==> src/rtl/vco_table_sequencer.sv <==
// vco_table_sequencer: loads the vco sin/cos tables from a config stream and gates voltage bursts into the vco
module vco_table_sequencer #(
  parameter int VCO_BIT_WIDTH = 16,
  parameter int SIN_COS_ADDR_BIT_WIDTH = 11,
  parameter int IQ_BIT_WIDTH = 8,
  parameter int CNT_BIT_WIDTH = 16
) (
  input  logic                              clk,
  input  logic                              rst,
  input  logic                              table_load_start,
  input  logic [IQ_BIT_WIDTH-1:0]           table_cos_in,
  input  logic [IQ_BIT_WIDTH-1:0]           table_sin_in,
  input  logic                              table_in_valid,
  output logic                              table_in_ready,
  output logic [SIN_COS_ADDR_BIT_WIDTH-1:0] cos_table_write_address,
  output logic [IQ_BIT_WIDTH-1:0]           cos_table_write_data,
  output logic [SIN_COS_ADDR_BIT_WIDTH-1:0] sin_table_write_address,
  output logic [IQ_BIT_WIDTH-1:0]           sin_table_write_data,
  output logic                              table_ready,
  input  logic                              tx_start,
  input  logic [VCO_BIT_WIDTH-1:0]          voltage_in,
  input  logic                              voltage_in_valid,
  input  logic                              voltage_in_valid_last,
  output logic                              voltage_in_ready,
  output logic [VCO_BIT_WIDTH-1:0]          voltage_signal,
  output logic                              voltage_signal_valid,
  output logic                              voltage_signal_valid_last,
  input  logic                              sin_cos_out_valid_last,
  output logic                              tx_done,
  output logic [CNT_BIT_WIDTH-1:0]          sample_count,
  output logic                              busy,
  output logic                              proto_error
);
  typedef enum logic [2:0] {IDLE, LOAD, READY, TX, DRAIN} state_t;
  state_t state, state_nx;
  logic [SIN_COS_ADDR_BIT_WIDTH-1:0] addr;
  logic load_pend, tbl_acc, v_acc, enter_load, err_set;
  assign tbl_acc = table_in_valid & table_in_ready;
  assign v_acc = voltage_in_valid & voltage_in_ready;
  // a start pulse inside LOAD restarts the table from address 0
  assign enter_load = (state_nx == LOAD) & ((state != LOAD) | table_load_start);
  assign err_set = ((state == IDLE) & tx_start) | ((state == READY) & tx_start & table_load_start) |
                   (((state == IDLE) | (state == READY)) & voltage_in_valid);
  assign sin_table_write_address = cos_table_write_address;
  always_ff @(posedge clk)
    if (rst) state <= IDLE;
    else state <= state_nx;
  always_comb begin
    state_nx = state;
    case (state)
      IDLE:    state_nx = table_load_start ? LOAD : IDLE;
      LOAD:    state_nx = (!table_load_start && tbl_acc && &addr) ? READY : LOAD;
      READY:   state_nx = table_load_start ? LOAD : tx_start ? TX : READY;
      TX:      state_nx = (v_acc && voltage_in_valid_last) ? DRAIN : TX;
      DRAIN:   state_nx = !sin_cos_out_valid_last ? DRAIN : (load_pend | table_load_start) ? LOAD : READY;
      default: state_nx = IDLE;
    endcase
  end
  always_comb begin
    table_in_ready = state == LOAD;
    voltage_in_ready = state == TX;
    busy = (state == LOAD) | (state == TX) | (state == DRAIN);
  end
  always_ff @(posedge clk) begin
    if (rst) begin
      addr <= '0;
      cos_table_write_address <= '0;
      cos_table_write_data <= '0;
      sin_table_write_data <= '0;
      table_ready <= 1'b0;
      proto_error <= 1'b0;
      load_pend <= 1'b0;
      voltage_signal <= '0;
      voltage_signal_valid <= 1'b0;
      voltage_signal_valid_last <= 1'b0;
      sample_count <= '0;
      tx_done <= 1'b0;
    end else begin
      addr <= enter_load ? '0 : tbl_acc ? addr + 1'b1 : addr;
      if (tbl_acc) begin
        cos_table_write_address <= addr;
        cos_table_write_data <= table_cos_in;
        sin_table_write_data <= table_sin_in;
      end
      table_ready <= enter_load ? 1'b0 : (state == LOAD && state_nx == READY) ? 1'b1 : table_ready;
      proto_error <= (proto_error & ~enter_load) | err_set;
      load_pend <= ((state == TX) | (state == DRAIN)) & (load_pend | table_load_start);
      if (v_acc) voltage_signal <= voltage_in;
      voltage_signal_valid <= v_acc;
      voltage_signal_valid_last <= v_acc & voltage_in_valid_last;
      sample_count <= (state == READY && state_nx == TX) ? '0 :
                      (v_acc && !(&sample_count)) ? sample_count + 1'b1 : sample_count;
      tx_done <= (state == DRAIN) & sin_cos_out_valid_last;
    end
  end
endmodule
==> config.mk <==
export PLATFORM = sky130hd
export DESIGN_NAME = vco_table_sequencer
export DESIGN_NICKNAME = d
export VERILOG_FILES = /design/src/rtl/vco_table_sequencer.sv
export SDC_FILE = /design/constraint.sdc
export NUM_CORES = 1
export LEC_CHECK = 0
export ABC_AREA = 1
export CAP_MARGIN = 20
export CORE_AREA = 2 2 66 130
export DETAILED_ROUTE_END_ITERATION = 12
export DIE_AREA = 0 0 68 132
export PLACE_DENSITY = 0.83
export SETUP_SLACK_MARGIN = 0.15
export SLEW_MARGIN = 20
export SYNTH_ARGS = -nofsm -noshare
export SYNTH_HDL_FRONTEND = slang
export SYNTH_SLANG_ARGS = --single-unit
==> constraint.sdc <==
create_clock -name clk -period 1.9 [get_ports clk]
set_clock_uncertainty 0.1 [all_clocks]
set_input_delay 0.475 -clock clk [delete_from_list [all_inputs] [get_ports clk]]
set_output_delay 0.475 -clock clk [all_outputs]
set_load 0.03 [all_outputs]
==> git commit body, run 1 <==
Store results of the implementation flow

- The flow ran to the end, and the final reports show no timing, DRC or antenna violations.
- Clk Tree Root Cell: clkbuf_16
- Finished Cell Area: 5230 um^2
* DIE HEIGHT: 132 um
- Worst-path maximum fanout: 4
- Critical-path top delay cell: dfxtp_2
- The post-CTS hold buffer count recorded in the log is 0.
- By area, the combinational part of the netlist is dominated by simple AND/OR/NAND/NOR gates.
- Number of warnings the tools reported: 28
- The top cell type by area accounts for 45.6% of the synthesized area.
- Ranked by total cell area, the synthesized netlist is headed by dfxtp_1, nor2_1, nand2_1.
* EDFF count, synth: 0
- Share of layout cells above drive strength 1: 19.9%
* Arrival @ worst endpoint: 1.18 ns
- Core utilization at floorplan: 43.6%
* Via-to-Cell Ratio: 5.07
- Per the post-CTS timing run, clock transition at the registers of the reported paths is 0.06 ns.
* CP top delay family: flip-flops
- Max-cap violation count: 0
- Largest area contributor in the netlist: dfxtp_1
- The STA report counts the stages on the worst setup path as 5.
- Clock latency on the worst-skew pair, taken at its later pin, is 0.34 ns.
- Worst supply voltage drop on vdd: 0.690 mV
- Synthesis handed over a netlist of 467 instances.
* Post-route DRC: 0
- Per the CTS log, the maximum H-tree level is 3.
* Number of CTS-inserted buffers: 9
- Internal reg-to-reg setup slack: 0.19 ns
- After synthesis, the chip area reported by Yosys is 3470 um^2.
- The worst setup path is of the reg2out kind.
- Starting DRC count in detailed routing: 205
* Crit path DRT: 1.32 ns
- Per the timing report, the most critical flop-to-flop path finishes at addr[7].
- Via count of the first global-routing pass: 3558
- Of the total synthesized cell area, the portion taken by AND, OR, NAND and NOR gates is 28.7%.
- Entering global routing, the biggest net connects 32 pins.
* Kind of path behind the tightest hold check: reg2reg
- Dividing total power by cell area gives a power density of 750 nW/um^2.
- Detailed routing inserted a total of 3598 vias.
* Post-route clock period utilization: 92.2%
- The initial antenna violation count is 0.
- Counting the warning lines in the Yosys log gives 0.
- Per the placement log, port buffering inserted 117 buffers.
* Hold Fails Final Rpt: 0
- From left edge to right edge, the die measures 68 um.
- Row cnt: 46
* Final layout net count: 651
- For this run the aggregate overflow at the end of global routing stands at 0.
- For this run, asynchronously set or reset flops after synthesis account for 0%.
* Leakage Power: 2.37 nW
* Detail Route Antenna Nets: 0
* Number of nets at floorplan: 509
* Unrepaired setup endpoints after global routing: true
- Worst reg2reg startpoint: state[1]
- Dominant register cell in the synthesized netlist: dfxtp_1
- Boundary Pins: 118
- Detailed placement finished with a half-perimeter wire length of 7.31 mm.
- Per the OpenROAD floorplan log, the area of the die is 8980 um^2.
* Final Max Tran Viols: 0
- The flow reports an fmax of 0.571 GHz.
* Ant. Diodes: 0
* GPL Wtd Cong: 0.848
* Number of iterations in the first detailed-routing pass: 4
* Area fraction in xor and xnor cells: 4.04%
- Total negative setup slack: 0 ns
- Per the synth log, the flip-flop and latch total comes to 79.
* Sink count of the clock tree: 79
- Sequential area share after synthesis: 45.6%
- Final setup violating endpoints: 0
* Depth of the worst register-to-register path: 10
- Pin slew with the least headroom to its limit: 0.476 ns
* Type of origin of the critical path: flop
* Yosys cell count: 467
* Endpoint of the worst setup timing path: busy
* Buffer levels on the longest clock path: 2
[run 1: through the flow]
stage               std cells  setup slack (ns)  power, mW  util (%)
floorplan                 467             0.203       1.99         -
global placement          686            -0.187       2.21      61.0
detailed placement        686            -0.282       2.22      61.0
CTS                       705           0.00591       3.93      64.7
global route              710            0.0795       4.03      65.9
finish                    710             0.148       3.93      65.9
[run 1: report_power, final]
part	total (mW)	switching, mW	internal (mW)
clock	1.76	0.702	1.06
sequential	1.72	0.0237	1.70
combinational	0.447	0.259	0.188
total	3.93	0.985	2.94
[run 1: per-layer routing]
layer / up-vias / global-route usage, % / wire (um)
met1: 1656 / 21.6 / 3540
met5: - / 0 / 0
met4: 0 / 12.7 / 442
met3: 35 / 4.44 / 590
met2: 147 / 41.0 / 5540
li1: 1760 / - / -
[run 1: cell usage in the layout (no fill, tap or decap), types with 6 or more instances in the layout]
| master | Yosys | layout |
|---|---|---|
| nor2_1 | 113 | 107 |
| dfxtp_1 | 79 | 72 |
| nand2_1 | 70 | 68 |
| dlygate4sd2_1 | 0 | 68 |
| o21ai_0 | 47 | 47 |
| buf_4 | 12 | 39 |
| clkdlybuf4s50_1 | 0 | 38 |
| inv_1 | 32 | 28 |
| a21oi_1 | 19 | 16 |
| nand3_1 | 16 | 14 |
| xor2_1 | 11 | 11 |
| a21oi_2 | 8 | 11 |
| clkbuf_16 | 0 | 9 |
| nor2_2 | 3 | 8 |
| nand4_1 | 6 | 6 |
| dfxtp_2 | 0 | 6 |
| clkbuf_2 | 0 | 6 |
[run 1: how the worst min path moves through the flow]
| stage | startpoint | endpoint | slack, ns | cells past startpoint |
|---|---|---|---|---|
| floorplan | addr[7] | cos_table_write_address[7] | 0.36 | 2 |
| global placement | cos_table_write_address[0] | cos_table_write_address[0] | 0.37 | 2 |
| detailed placement | cos_table_write_address[1] | cos_table_write_address[1] | 0.38 | 2 |
| CTS | cos_table_write_address[1] | cos_table_write_address[1] | 0.38 | 2 |
| global route | cos_table_write_address[1] | cos_table_write_address[1] | 0.41 | 2 |
| finish | cos_table_write_address[1] | cos_table_write_address[1] | 0.39 | 2 |
[run 1: tightest hold or removal path: stages, from the launching register on]
cell and delay, ns:
dfxtp_1 0.32, nand2_1 0.07, a21oi_1 0.06
[run 1: cells by family (layout without fill, tap and decap cells)]
family,Yosys count,after routing
and+or+nand+nor,231,232
DFF,79,79
AOI/OAI and AO/OA,76,76
buffers and inverters,63,209
xor gates and xnor gates,16,16
adders and majority gates,2,2
[run 1: state kept, by name, indices dropped and copies added (netlist names), 3 cells and up]
| signal | flops |
|---|---|
| cos_table_write_address | 11 |
| voltage_signal | 16 |
| sample_count | 16 |
| state | 3 |
| sin_table_write_data | 8 |
| addr | 11 |
| cos_table_write_data | 8 |
[run 1: repair_timing]
action	CTS	global route
resized	99	36
gates cloned	0	1
setup endpoints to repair	106	38
buffers inserted	3	4
pin swaps	3	10
endpoints found under the hold margin	0	0
[run 1: final cells by class]
class | count | area (um^2)
Fill cell | 675 | 2710
Sequential cell | 79 | 1590
Clock buffer | 10 | 239
Timing Repair Buffer | 159 | 1400
Clock inverter | 6 | 67.6
Tap cell | 96 | 120
Multi-Input combinational cell | 326 | 1680
Inverter | 34 | 135
**Run 1: congestion heat map**

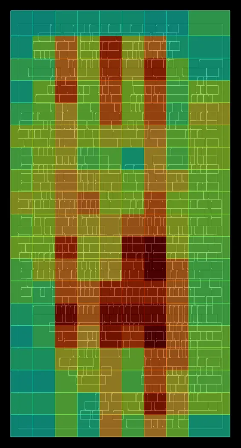
GRT Max-Usage Layer: met2
met3 track demand over resource in global routing: 4.44%
Post-Route Utilization: 65.9%
Global Route met2 Usage: 41.0%
met1 capacity usage during global routing: 21.6%

**Run 1: wiring by layer**

Two of the layers only.
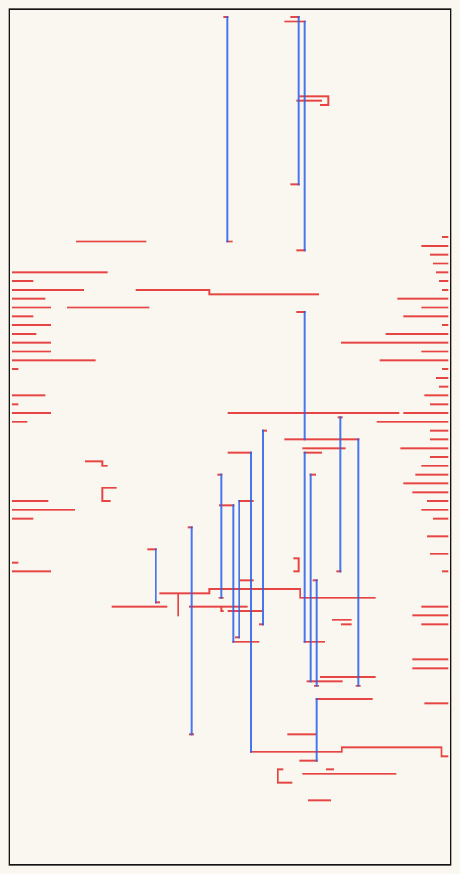
- red: metal 3 (wire length 590 um)
- blue: metal 4 (wire length 442 um)
routed length per placed instance: 14.2 um
Post-Route WL: 10.1 mm

**Run 1: M3 wires**

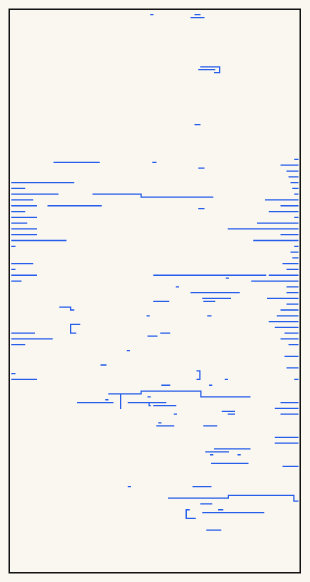
- wire length on this layer: 590 um
- nets with wire on the layer: 98
- longest straight run: 26.2 um
- main direction: horizontal

**Run 1: pin map**

Pins as bars across the die edge, other pins in gray.
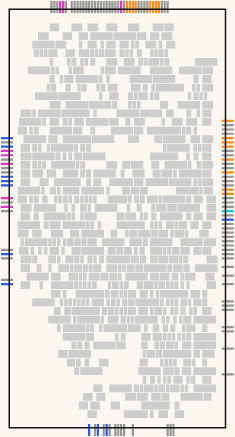

--- run 2 (diff from run 1) ---
- SETUP_SLACK_MARGIN: 0.15 -> 0.5
**Run 2: pin map**

Pins as bars across the die edge, other pins in gray.
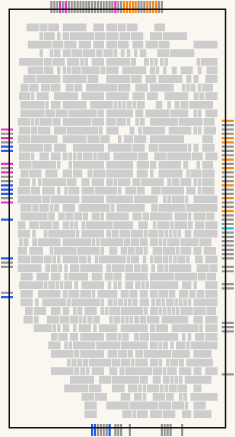
- blue: cos_table_write_address (pins 11; direction output; edge 8 west, 3 south)
- cyan: voltage_in_valid_last (pins 1; direction input; edge east)
- magenta: cos_table_write_data (pins 8; direction output; edge 5 west, 3 north)
- orange: voltage_in (pins 16; direction input; edge 8 east, 8 north)
- all pins by edge: 41 east, 39 north, 22 west, 16 south

==> run 2 against run 1 <==
Sequential power about the same. Combinational power grew about 60%. Global-route usage rose by 9.3 points. Count of clock-buffer cells in the layout grew 1. Synthesized area is the same. Worst setup slack got worse by 0.11 ns. Via count grew 20%. Power increased by 8.0%. Maximum frequency fell by 6.0%. First-iteration DRC count up 120%. Final cell count grew 6.6%. Critical endpoint is now addr[9].
==> git commit body, run 2 <==
Store results of the implementation flow

- Initial antenna violation count: 0 (unchanged)
* Pwr Total: 4.24 mW (+8.0%)
- The least setup slack across all paths after layout is 0.0369 ns (-0.111 ns).
- The number of H-tree levels was 3 (unchanged).
- Registers, synthesis: 79 (unchanged)
- The number of rows in the core area is 46 (unchanged).
* Detail Route Antenna Nets: 0 (unchanged)
- The final clock period utilization by the worst path was 98.1% (+5.8 points).
- The die outline width came to 68 um (unchanged).
* Dominant register cell in the synthesized netlist: dfxtp_1
- The sink count of the clock tree is 79 (unchanged).
- The detailed-route wire length is 15.7 mm (+56%).
- Kind of path behind the tightest hold check: reg2reg
- Max-cap violation count: 0 (unchanged)
- Clk Tree Root Cell: clkbuf_16
- The worst setup path is of the reg2reg kind.
- Per the cell usage report, the commonest logic cell in the layout is buf_6.
* Clock latency on the worst-skew pair: 0.34 ns (about the same)
- The largest registers in the layout are sample_count (16), voltage_signal (16).
- The flip-flop and latch area came to 1720 um^2 (+7.7%).
- Starting DRC count in detailed routing: 457 (+120%)
* Ant. Diodes: 0 (unchanged)
- The count of boundary I/O pins was 118 (unchanged).
- Number of iterations in the first detailed-routing pass: 5 (+1)
- Arrival @ worst endpoint: 1.99 ns (+0.81 ns)
- Setup repair after global routing could not meet its margin everywhere.
- The number of nets in the final layout is 698 (+7.2%).
- The leakage power came to 2.78 nW (+17%).
- Via count of the first global-routing pass: 4290 (+21%)
- Buffer levels on the longest clock path: 2 (unchanged)
- The area occupied by multi-input gates came to 2050 um^2 (+22%).
- The number of enable-type register cells in the synthesized netlist came to 0 (unchanged).
* Worst hold path depth: 2 (unchanged)
* Post-Route Utilization: 83.1% (+17 points)
- The OpenROAD warning count was 30 (+7.1%).
- Worst-path maximum fanout: 5 (+1)
* Post-route DRC: 0 (unchanged)
* Worst slack, placed: -0.254 ns (+0.0280 ns)
* Pin count of the biggest net entering global routing: 28 (-13%)
- Yosys instantiated no cell more often than nor2_1.
- Asr flop ratio synth: 0% (unchanged)
* Worst supply voltage drop on vdd: 0.843 mV (+22%)
- The gate count after technology mapping was 467 (unchanged).
* Largest area contributor in the netlist: dfxtp_1
- List of most frequent post-synthesis cells: nor2_1, dfxtp_1, nand2_1, o21ai_0, inv_1
- Core utilization at floorplan: 43.6% (unchanged)
- Pin slew with the least headroom to its limit: 0.357 ns (-0.119 ns)
* Buffers on Ports: 117 (unchanged)
- Number of nets at floorplan: 509 (unchanged)
- Largest type area fraction: 45.6% (unchanged)
- Yosys cell count: 467 (unchanged)
* Yosys synthesis chip area: 3470 um^2 (unchanged)
* Largest cells by area after synthesis: dfxtp_1, nor2_1, nand2_1
- The flow ran to the end, and the final reports show no timing, DRC or antenna violations.
- Internal reg-to-reg setup slack: 0.04 ns (-0.15 ns)
- The CTS buffer count is 9 (unchanged).
- The required time at the worst-slack endpoint came to 2.03 ns (+0.71 ns).
- The routability congestion estimate came to 0.882 (+4.0%).
- The sum of negative setup slack is 0 ns (unchanged).
* Worst reg2reg startpoint: addr[4]
- In this run the most critical hold path is launched from sin_table_write_data[1].
- Most frequently placed logic cells in the final layout: buf_6, nor2_1, nand2_1, buf_4, dfxtp_2
- Final setup violating endpoints: 0 (unchanged)
- The clock edge transition at the registers on the reported setup and hold paths is 0.06 ns (about the same).
- The total count of hold-check failures in the final report came to 0 (unchanged).
* Chip footprint: 8980 um^2 (unchanged)
- The max-slew violation count came to 0 (unchanged).
**Run 2: congestion heat map**

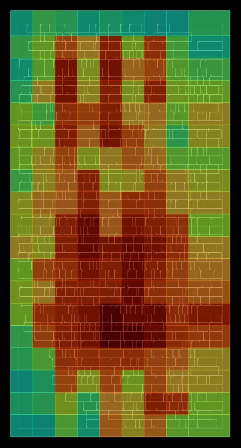
met3 track demand over resource in global routing: 8.97%
met1 capacity usage during global routing: 29.2%

run 2: cell counts after synthesis:
No cell type changed its count.
run 2: path summary, 6_finish.rpt:
path / to
setup reg to reg: addr[9]
setup / recovery: addr[9]
hold / removal: sin_table_write_data[1]
hold reg to reg: sin_table_write_data[1]
run 2: per-stage QoR:
step | hold slack [ns] | instances | cell area, um^2
detailed placement | 0.373 | 677 | 4880
floorplan | 0.361 | 467 | 3560
global placement | 0.375 | 677 | 4880
global route | 0.429 | 757 | 6600
CTS | 0.391 | 737 | 6190
finish | 0.411 | 757 | 6600
run 2: what timing repair did:
item | in CTS | in global routing
hold buffers | 0 | 0
cloned | 8 | 0
pin swaps | 40 | 34
gates resized | 688 | 92
setup buffers | 36 | 20
endpoints found under the setup margin | 152 | 148
endpoints found under the hold margin | 0 | 0
run 2: final cells by class:
cell class / count / area share, %
timing repair buffer: 205 / 33.9
multi-input combinational: 327 / 31.1
sequential: 79 / 26.0
clock buffer: 11 / 3.83
inverter: 34 / 2.56
tap: 96 / 1.82
clock inverter: 5 / 0.853
run 2: layer usage:
layer | vias up | share of wire (%) | track usage, % | wire, um
met5 | - | 0 | 0 | 0
met4 | 0 | 6.5 | 24.2 | 1030
met3 | 91 | 6.9 | 8.97 | 1090
met2 | 290 | 54 | 54.9 | 8460
met1 | 2066 | 33 | 29.2 | 5170
li1 | 1859 | - | - | -
run 2: cells by family (layout without fill, tap and decap cells):
kind of cell	after synthesis	in the layout	share of synthesized area, %
AND/OR/NAND/NOR	231	233	28.7
flip-flops	79	79	45.6
AND-OR/OR-AND	76	76	12.0
buffers and inverters	63	255	8.92
XOR/XNOR	16	16	4.04
adder cells (fa/ha/maj)	2	2	0.722
run 2: worst max-delay path, stage by stage (launching register included):
cell and delay, ns:
dfxtp_1 0.45, nand2_1 0.25, nor3_2 0.29, nand3_1 0.16, nand2_1 0.14, nand2_1 0.11
a21oi_1 0.17, nor2_1 0.07
run 2: report_power, final:
part           leakage (nW)  total (mW)  switching (mW)  internal [mW]
clock network         0.152        1.80           0.711           1.09
registers             0.677        1.72          0.0447           1.68
logic                  1.95       0.717           0.364          0.354
--- run 3 (diff from run 2) ---
- GPL_ROUTABILITY_DRIVEN: default -> 0
**Run 3: M3 wires**

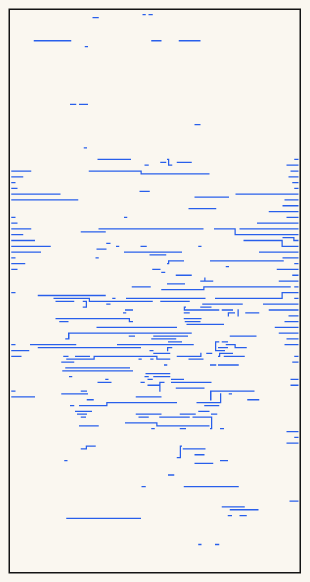
- nets with wire on the layer: 156
- longest straight run: 28.7 um
- share of all routed wire: 6.9%
Post-Route WL: 15.7 mm
vias after detailed routing: 4306

**Run 3: pin map**

Pins as bars across the die edge, other pins in gray.
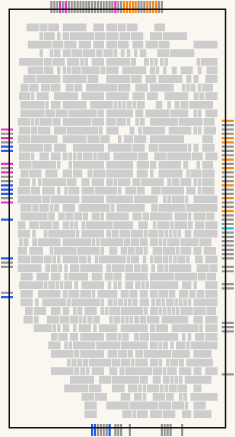
- blue: cos_table_write_address (pins 11; direction output; edge 8 west, 3 south)
- magenta: cos_table_write_data (pins 8; direction output; edge 5 west, 3 north)
- cyan: voltage_in_valid_last (pins 1; direction input; edge east)
- orange: voltage_in (pins 16; direction input; edge 8 east, 8 north)
- all pins by edge: 41 east, 39 north, 22 west, 16 south

==> run 3 against run 2 <==
Design area unchanged. Sequential cell count unchanged. Sequential power about the same. Register-to-register slack about the same. Critical endpoint unchanged. Power unchanged. First-iteration DRC count unchanged. Largest power group unchanged.
==> git commit body, run 3 <==
Store results of the implementation flow

* Number of placed instances with taps included: 677 (unchanged)
- In the final layout, the registers with the most flip-flops are sample_count (16), voltage_signal (16).
- Dominant register cell in the synthesized netlist: dfxtp_1
* Internal reg-to-reg setup slack: 0.04 ns (about the same)
* CP peak stage delay: 0.45 ns (about the same)
- Setup repair after global routing could not meet its margin everywhere.
* Crit path from: addr[4]
- The worst supply voltage drop on vdd came to 0.843 mV (unchanged).
- The count of boundary I/O pins came to 118 (unchanged).
- Cell seen most often among critical-path stages: nand2_1
- Critical-path top delay cell: dfxtp_1
* Number of warnings the tools reported: 30 (unchanged)
- The CTS buffer count came to 9 (unchanged).
- Yosys cell count: 467 (unchanged)
- Asr flop ratio synth: 0% (unchanged)
* Met2 wire len: 8.46 mm (unchanged)
- The clock edge transition at the registers on the reported setup and hold paths was 0.06 ns (about the same).
* Initial antenna violation count: 0 (unchanged)
* Count of placed standard cells in the final layout, fillers left out: 757 (unchanged)
* Terminus of the critical flop-to-flop path: addr[9]
- Number of iterations in the first detailed-routing pass: 5 (unchanged)
* Critical-path cell list: nand2_1 > nor3_2 > nand3_1 > nand2_1 > nand2_1 > a21oi_1 > nor2_1
- Largest cells by area after synthesis: dfxtp_1, nor2_1, nand2_1
- Endpoint of the worst setup timing path: addr[9]
- Worst hold path startpoint: sin_table_write_data[1]
- List of most frequent post-synthesis cells: nor2_1, dfxtp_1, nand2_1, o21ai_0, inv_1
- The final clock period utilization by the worst path was 98.1% (unchanged).
- The detailed route wirelength on metal3 was 1.09 mm (unchanged).
* Largest type area fraction: 45.6% (unchanged)
* Hold slack final: 0.411 ns (unchanged)
* Sink count of the clock tree: 79 (unchanged)
- The clock latency reported for the late side of the worst-skew pair was 0.34 ns (about the same).
- Arrival @ worst endpoint: 1.99 ns (about the same)
* Leakage Power: 2.78 nW (unchanged)
- Of all cell types, the one taking the most synthesized area is dfxtp_1.
- The detailed router used layers up to and including met4.
- Starting DRC count in detailed routing: 457 (unchanged)
* Post-route DRC: 0 (unchanged)
* Syn-to-layout area delta: 90.5%
- Leaving out fill and tap cells, the most frequent cell in the layout is buf_6.
- The power consumption is 4.24 mW (unchanged).
* Worst setup path category: reg2reg
- The diode insertion count for antenna repair is 0 (unchanged).
- Yosys synthesis chip area: 3470 um^2 (unchanged)
- The quantity of hold-fixing buffers added after cts came to 0 (unchanged).
- The number of H-tree levels was 3 (unchanged).
- Kind of path behind the tightest hold check: reg2reg
- Pin slew with the least headroom to its limit: 0.357 ns (unchanged)
* Routed met1 length: 5.17 mm (unchanged)
- Via count of the first global-routing pass: 4290 (unchanged)
- Number of nets at floorplan: 509 (unchanged)
* Final layout net count: 698 (unchanged)
* Final setup violating endpoints: 0 (unchanged)
* Row cnt: 46 (unchanged)
* Buffer levels on the longest clock path: 2 (unchanged)
- The antenna violation net count after detailed routing is 0 (unchanged).
- Worst reg2reg startpoint: addr[4]
- nor2_1 is the most common cell in the netlist.
- The largest net degree at the start of global routing was 28 (unchanged).
- The number of enable-type register cells in the synthesized netlist came to 0 (unchanged).
* Registers, synthesis: 79 (unchanged)
- Core utilization at floorplan: 43.6% (unchanged)
- The flow ran to the end, and the final reports show no timing, DRC or antenna violations.
* Synthesized netlist cell count: 467 (unchanged)
* Max-cap violation count: 0 (unchanged)
run 3: area by class of cell:
type / instances / area, um^2 / area share (%)
clock buffers: 11 / 253 / 3.83
clock inverters: 5 / 56.3 / 0.853
inverters: 34 / 169 / 2.56
multi-input cells: 327 / 2050 / 31.1
flip-flops and latches: 79 / 1720 / 26.0
well taps: 96 / 120 / 1.82
repair buffers: 205 / 2240 / 33.9
run 3: cells by family (layout without fill, tap and decap cells):
logic type / after synthesis / count (layout) / share of synthesized area, %
buffers and inverters: 63 / 255 / 8.92
AND-OR/OR-AND: 76 / 76 / 12.0
XOR/XNOR: 16 / 16 / 4.04
adder cells (fa/ha/maj): 2 / 2 / 0.722
flip-flops: 79 / 79 / 45.6
AND/OR/NAND/NOR: 231 / 233 / 28.7
run 3: worst min-delay path by stage:
| stage | end | cells past startpoint |
|---|---|---|
| 6_report | sin_table_write_data[1] | 2 |
| 4_1_cts | proto_error | 2 |
| 3_3_place_gp | cos_table_write_address[1] | 2 |
| 5_1_grt | cos_table_write_data[5] | 2 |
| 3_5_place_dp | cos_table_write_address[1] | 2 |
| 2_1_floorplan | cos_table_write_address[7] | 2 |
run 3: metrics by stage:
step                instance area (um^2)  setup slack, ns  utilization (%)  TNS (ns)
finish                              6600           0.0369             83.1         0
global placement                    4880           -0.205             61.5     -8.23
global route                        6600          -0.0509             83.1   -0.0509
floorplan                           3560            0.341                -         0
detailed placement                  4880           -0.254             61.5    -10.15
CTS                                 6190            0.184             77.9         0
run 3: what timing repair did:
| item | in CTS | in global routing |
|---|---|---|
| endpoints found under the setup margin | 152 | 148 |
| pin swaps | 40 | 34 |
| hold endpoints to repair | 0 | 0 |
| resized | 688 | 92 |
| setup buffers | 36 | 20 |
| gates cloned | 8 | 0 |
run 3: power breakdown:
part	leakage (nW)	internal, mW	switching [mW]
clock	0.152	1.09	0.711
sequential	0.677	1.68	0.0447
combinational	1.95	0.354	0.364
run 3: critical path, delay by kind of cell (launching register included):
| family | cells | cell delay (ns) |
|---|---|---|
| AND/OR/NAND/NOR | 6 | 1.02 |
| flip-flops | 1 | 0.45 |
| AND-OR/OR-AND | 1 | 0.17 |
run 3: routing by layer:
| layer | track usage [%] | up-vias |
|---|---|---|
| li1 | - | 1859 |
| met4 | 24.2 | 0 |
| met1 | 29.2 | 2066 |
| met5 | 0 | - |
| met2 | 54.9 | 290 |
| met3 | 8.97 | 91 |

==> notes/layouts.md <==
Pictures saved along the way, in no particular order.

Sequential cells grouped by signal name.
Other sequential cells in the stronger gray, the rest of the logic in the fainter gray.
image #1
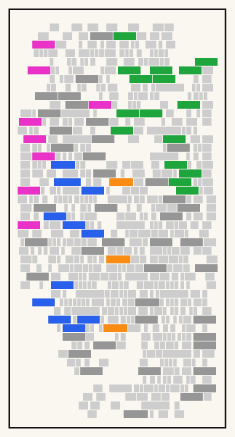
image #2
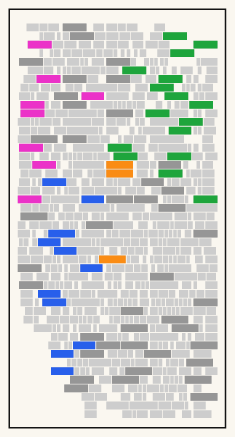
| picture | from |
|---|---|
| image #1 | run 1 |
| image #2 | run 3 |

Key to image #1:
- green: voltage_signal (sequential cells 16)
- orange: state (sequential cells 3)
- blue: addr (sequential cells 11; where west)
- magenta: cos_table_write_data (sequential cells 8)
- not colored: 41

No activity file was given, so power comes from the tool's default toggle rates.
